==> src/rtl/pwm_pkg.sv <==
// Shared definitions for the PWM output stage: resolution, channel count,
// the full-on duty code and the per-channel output mode decode.
package pwm_pkg;

    localparam int PWM_RES_BITS = 8;
    localparam int NUM_CH       = 16;
    localparam logic [PWM_RES_BITS-1:0] DUTY_FULL = 8'hFF;

    // What a single output pin is doing this cycle
    typedef enum logic [1:0] {
        OFF    = 2'd0,
        STATIC = 2'd1,
        PWM    = 2'd2
    } ch_mode_e;

    // Output enable dominates; PWM select only matters once the pin is enabled
    function automatic ch_mode_e ch_mode(input logic en_out, input logic en_pwm);
        if (!en_out) begin
            return OFF;
        end else if (!en_pwm) begin
            return STATIC;
        end else begin
            return PWM;
        end
    endfunction

endpackage

==> src/rtl/pwm_prescaler.sv <==
// Clock prescaler for the PWM counter: presc runs 0..CLK_DIV-1 and tick is
// high on the last count. With CLK_DIV = 1 presc stays at 0 and tick is
// permanently high.
module pwm_prescaler #(
    parameter int CLK_DIV = 13
) (
    input  logic clk,
    input  logic rst,
    output logic tick
);

    localparam int PW = (CLK_DIV > 1) ? $clog2(CLK_DIV) : 1;
    localparam logic [PW-1:0] LAST = PW'(CLK_DIV - 1);

    logic [PW-1:0] presc;

    // Free-running modulo-CLK_DIV counter
    always_ff @(posedge clk) begin
        if (rst) begin
            presc <= '0;
        end else if (presc == LAST) begin
            presc <= '0;
        end else begin
            presc <= presc + 1'b1;
        end
    end

    assign tick = (presc == LAST);

endmodule

==> src/rtl/pwm_output_stage.sv <==
// PWM generator and 16-channel output mux fed by the SPI register file.
// Each pin is forced low, held high, or driven with the shared PWM waveform.
// Optional build macro PWM_DUTY_SHADOW_EN: the duty byte is captured into a
// shadow register only at period boundaries, so mid-period writes never
// produce runt or stretched pulses. Without it the duty input is used live.
module pwm_output_stage
    import pwm_pkg::*;
#(
    parameter int CLK_DIV = 13
) (
    input  logic                    clk,
    input  logic                    rst,
    input  logic [7:0]              en_reg_out_7_0,
    input  logic [7:0]              en_reg_out_15_8,
    input  logic [7:0]              en_reg_pwm_7_0,
    input  logic [7:0]              en_reg_pwm_15_8,
    input  logic [PWM_RES_BITS-1:0] pwm_duty_cycle,
    output logic [NUM_CH-1:0]       out,
    output logic                    period_start
);

    logic                    tick;
    logic                    boundary;
    logic [PWM_RES_BITS-1:0] cnt;
    logic [PWM_RES_BITS-1:0] duty_act;
    logic                    pwm_sig;
    logic [NUM_CH-1:0]       en_out;
    logic [NUM_CH-1:0]       en_pwm;
    logic [NUM_CH-1:0]       out_nxt;

    pwm_prescaler #(
        .CLK_DIV (CLK_DIV)
    ) u_prescaler (
        .clk  (clk),
        .rst  (rst),
        .tick (tick)
    );

    assign en_out   = {en_reg_out_15_8, en_reg_out_7_0};
    assign en_pwm   = {en_reg_pwm_15_8, en_reg_pwm_7_0};
    // The edge that wraps cnt 255 -> 0 starts a new period
    assign boundary = tick && (cnt == '1);

    // PWM counter: steps once per prescaler tick, wraps naturally
    always_ff @(posedge clk) begin
        if (rst) begin
            cnt <= '0;
        end else if (tick) begin
            cnt <= cnt + 1'b1;
        end
    end

`ifdef PWM_DUTY_SHADOW_EN
    logic [PWM_RES_BITS-1:0] duty_shadow;

    // Duty shadow: a write takes effect only when the next period begins
    always_ff @(posedge clk) begin
        if (rst) begin
            duty_shadow <= '0;
        end else if (boundary) begin
            duty_shadow <= pwm_duty_cycle;
        end
    end

    assign duty_act = duty_shadow;
`else
    assign duty_act = pwm_duty_cycle;
`endif

    // Compare and per-channel mux; 0xFF is special-cased to stay high all period
    always_comb begin
        pwm_sig = (duty_act == DUTY_FULL) ? 1'b1 : (cnt < duty_act);
        out_nxt = '0;
        for (int i = 0; i < NUM_CH; i++) begin
            case (ch_mode(en_out[i], en_pwm[i]))
                OFF:     out_nxt[i] = 1'b0;
                STATIC:  out_nxt[i] = 1'b1;
                PWM:     out_nxt[i] = pwm_sig;
                default: out_nxt[i] = 1'b0;
            endcase
        end
    end

    // Output registers and the period-start pulse
    always_ff @(posedge clk) begin
        if (rst) begin
            out          <= '0;
            period_start <= 1'b0;
        end else begin
            out          <= out_nxt;
            period_start <= boundary;
        end
    end

endmodule

==> config.mk <==
export PLATFORM = sky130hd
export DESIGN_NAME = pwm_output_stage
export DESIGN_NICKNAME = d
export VERILOG_FILES = /design/src/rtl/pwm_pkg.sv /design/src/rtl/pwm_prescaler.sv /design/src/rtl/pwm_output_stage.sv
export SDC_FILE = /design/constraint.sdc
export NUM_CORES = 1
export LEC_CHECK = 0
export CAP_MARGIN = 15
export CORE_ASPECT_RATIO = 0.7
export CORE_MARGIN = 4
export CORE_UTILIZATION = 30
export DETAILED_ROUTE_END_ITERATION = 7
export PLACE_DENSITY_LB_ADDON = 0.15
export SKIP_CTS_REPAIR_TIMING = 1
export SLEW_MARGIN = 20
export SYNTH_ARGS = -nofsm -noshare
export SYNTH_HDL_FRONTEND = slang
export SYNTH_SLANG_ARGS = --single-unit
==> constraint.sdc <==
create_clock -name clk -period 2 [get_ports clk]
set_clock_uncertainty 0.1 [all_clocks]
set_input_delay 0.3 -clock clk [delete_from_list [all_inputs] [get_ports clk]]
set_output_delay 0.3 -clock clk [all_outputs]
set_load 0.02 [all_outputs]
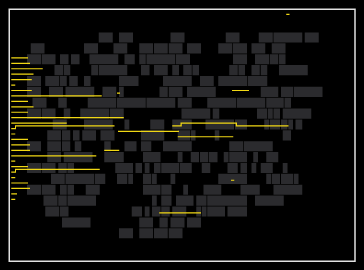
**Above:** signal wires on met3.
Drawn at 4 px/um.
- main direction: horizontal
- share of all routed wire: 9.1%
- nets with wire on the layer: 30
- wire length on this layer: 284 um
- longest straight run: 27.8 um
grt met3 use: 6.46%
vias post-DR: 1,136
Detailed Route WL: 3110 um

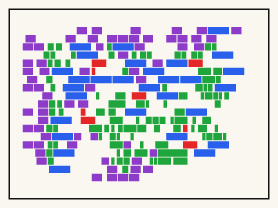
**Above:** cells coloured by class.
Drawn at 3 px/um.
- red: clock drivers and dummy loads (cells 8; share of their area 4.2%)
- purple: remaining buffers and delay cells (cells 64; share of their area 32%)
- green: remaining logic cells (cells 99; share of their area 34%)
- blue: registers (cells 29; share of their area 30%)
core area: 4020 um^2
final instance area: 2020 um^2
flop share of the area: 28.7%
Site Rows: 19
Core Util, Final: 50.4%

==> Slide: Implementation Results <==
Implementation Results

Pwr
  – P_leak: 0.835 nW
  – Worst vdd ir: about 0.31 mV
  – Power Dens Cells: 623 nW/um^2

Yosys
  – Dominant flop cell: dfxtp_1
  – Cells after Synth: between 100 and 150
  – Yosys Instances: 133
  – Cell Area, Synth: about 1300 um^2
  – Top non-seq family: simple AND/OR/NAND/NOR gates
  – Adder Area Share: under 10%
  – Xor+xnor area frac: approximately 5.5%
  – Async set-reset flop share out of synthesis: 0%
  – Net Count, Synth: approximately 190
  – AND/OR/NAND/NOR Cells, Area Fraction: a little over 20%
  – Flops after synth: 29
  – EDFF count, synth: 0
  – MUX area fraction: 0.783%
  – Yosys warns: 0
  – Avg Inst Size Synth: 9.61 um^2

Global route
  – Largest net degree at the start of global routing: 30
  – Met2 Use GR: roughly a fifth
  – GRT busiest layer: met2
  – Global routing usage on met1: 15.3%
  – Vias in the first global route: approximately 1,200
  – Antenna violations before repair: 0
  – Total track usage: between 10% and 20%

Flow run
  – # Max-Cap Violations: 0
  – Log Warnings: 27

Worst setup path
  – Largest delay contributor family on the critical path: buffers and inverters
  – Worst Path Max Fanout: 10
  – Worst Path Buf+Inv: 3
  – Reg2reg setup slack: between 0.2 and 0.3 ns
  – CP endpoint kind: register
  – Crit path depth: 7
  – Worst setup endpoint: out[7]
  – Crit-path max cell delay: slightly below 0.5 ns
  – Slowest CP cell: clkdlybuf4s50_1
  – Nature of the critical path startpoint: input pin

Placement
  – Post-detail-place hpwl: ~2500 um
  – Area after DPL: between 1500 and 2000 um^2

Floorplanning
  – DIE WIDTH: around 86 um
  – FP Util: 31.8%
  – Die Footprint: 5390 um^2
  – Die Ht: between 60 and 70 um
  – Tap Cells: about 52

Final timing
  – Max-slew violation count: 0
  – Slew @ Worst Pin: roughly 0.42 ns
  – Endpoints failing setup: 0
  – Tmin final: between 1.5 and 2 ns
  – Final period utilization: 94.0%
  – RSZ-0062 raised after global routing: no
  – Final Hold Viols: 0
  – Slew headroom: a little under three quarters
  – Setup TNS: 0 ns

Cells and area
  – Synthesis-to-finish area growth: 58.3%
  – Combinational share of cell area: between 30% and 40%
  – Clock-cell share: 4.08%
  – Share of cells above drive strength 1: roughly 8.5%
  – Non-clock buffers: approximately 64
  – Biggest Area Class: multi-input combinational cells
  – Sequential Area: around 580 um^2
  – Logic area: around 630 um^2
  – Clock buffer count: 6
  – Flops: 29
  – Non-clk buf share: 30.9%
  – Fillers: between 300 and 400
  – Final nets: 251
  – Antenna Cells: 0

Clock network
  – Clock root buffer: clkbuf_8
  – TritonCTS Buffers: 5
  – Clk slew on worst S/H paths: approximately 0.06 ns
  – Clock sinks: 29

Drt
  – Via-to-Cell Ratio: between 4 and 5
  – Iteration-0 DRC count of the detailed router: around 70
  – DR WL/cell: between 10 and 15 um
  – Drt pass-1 iters: 4

Status
  – Status: completed

Hold path
  – Hold Crit Start: u_prescaler.presc[3]
  – Min-Delay Path Class: register to register
  – Hold Crit Depth: 2
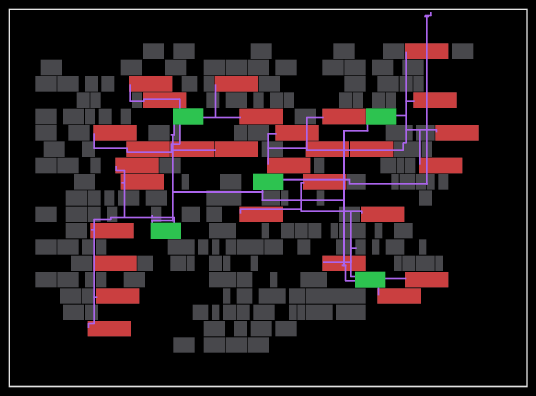
**Above:** clock distribution.
Drawn at 6 px/um.
- green: clock-net drivers (count 5)
- purple: clock wires (length 378 um)
- red: flip-flops (count 29)
- routed clock nets: 6
Clk pwr share: 35.4%
Late-Pin Clk Latency: 0.28 ns

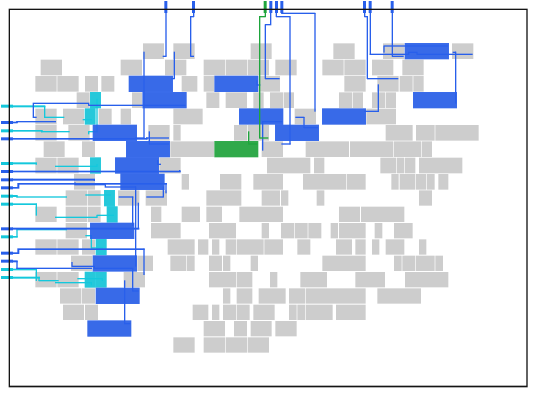
**Above:** I/O nets highlighted.
Drawn at 6 px/um.
- green: period_start (bits 1; direction output; edge top; end cells 1; buffers 1; wire 26.6 um)
- cyan: en_reg_pwm_7_0 (bits 8; direction input; edge left; end cells 8; buffers 8; wire 109 um)
- blue: out (bits 16; direction output; edge 8 left, 8 top; end cells 16; buffers 16; wire 454 um)
# port buffers: 58
IO Pins: 59

==> synthesized netlist by cell type, types with 2 or more instances <==
cell type / instances / share of area, %
dfxtp_1: 29 / 45
a21oi_1: 20 / 7.8
nand2b_1: 16 / 7.8
ha_1: 10 / 9.8
inv_1: 10 / 2.9
nor2_1: 9 / 2.6
nand4_1: 7 / 3.4
xor2_1: 6 / 4.1
clkbuf_1: 3 / 0.88
nand2_1: 3 / 0.88
and3_1: 2 / 0.98
nor3_1: 2 / 0.78
o21a_1: 2 / 1.2
xnor2_1: 2 / 1.4
==> power breakdown <==
group	switching [mW]	internal (mW)
clock network	0.206	0.240
logic	0.0754	0.130
registers	0.00954	0.601
==> stage by stage <==
stage	instances	setup WS [ns]	hold WS (ns)
detailed placement	244	-0.182	0.383
CTS	252	0.109	0.394
finish	252	0.120	0.397
floorplan	133	0.310	0.288
global placement	244	-0.104	0.362
global route	252	0.0260	0.420
==> layout by cell type (no fill, tap or decap) <==
cell type / count
ha_1: 10
dfxtp_1: 29
inv_1: 10
buf_4: 6
xnor2_1: 2
o32ai_2: 1
nor4bb_1: 1
nor3_1: 2
a21oi_1: 20
nand4_1: 7
o22ai_1: 1
nor3b_1: 1
and3_1: 2
clkbuf_8: 5
and3_2: 1
o21a_1: 2
mux2i_1: 1
clkdlybuf4s50_1: 58
clkinv_2: 2
nand2b_4: 1
clkbuf_1: 1
nand2b_1: 16
nor2_1: 9
a2111oi_4: 1
or4_1: 1
xor2_1: 6
o21ai_0: 1
nand2_1: 3
==> per-layer routing <==
layer	vias to the layer above	wire length, um
met5	-	0
li1	584	-
met1	507	1370
met3	8	283
met4	0	64
met2	37	1390
==> flip-flops by register name (all words and copies together), names as in the netlist <==
register and cells:
u_prescaler.presc 4, cnt 8, period_start 1, out 16
Power and IR drop assume default switching activity.
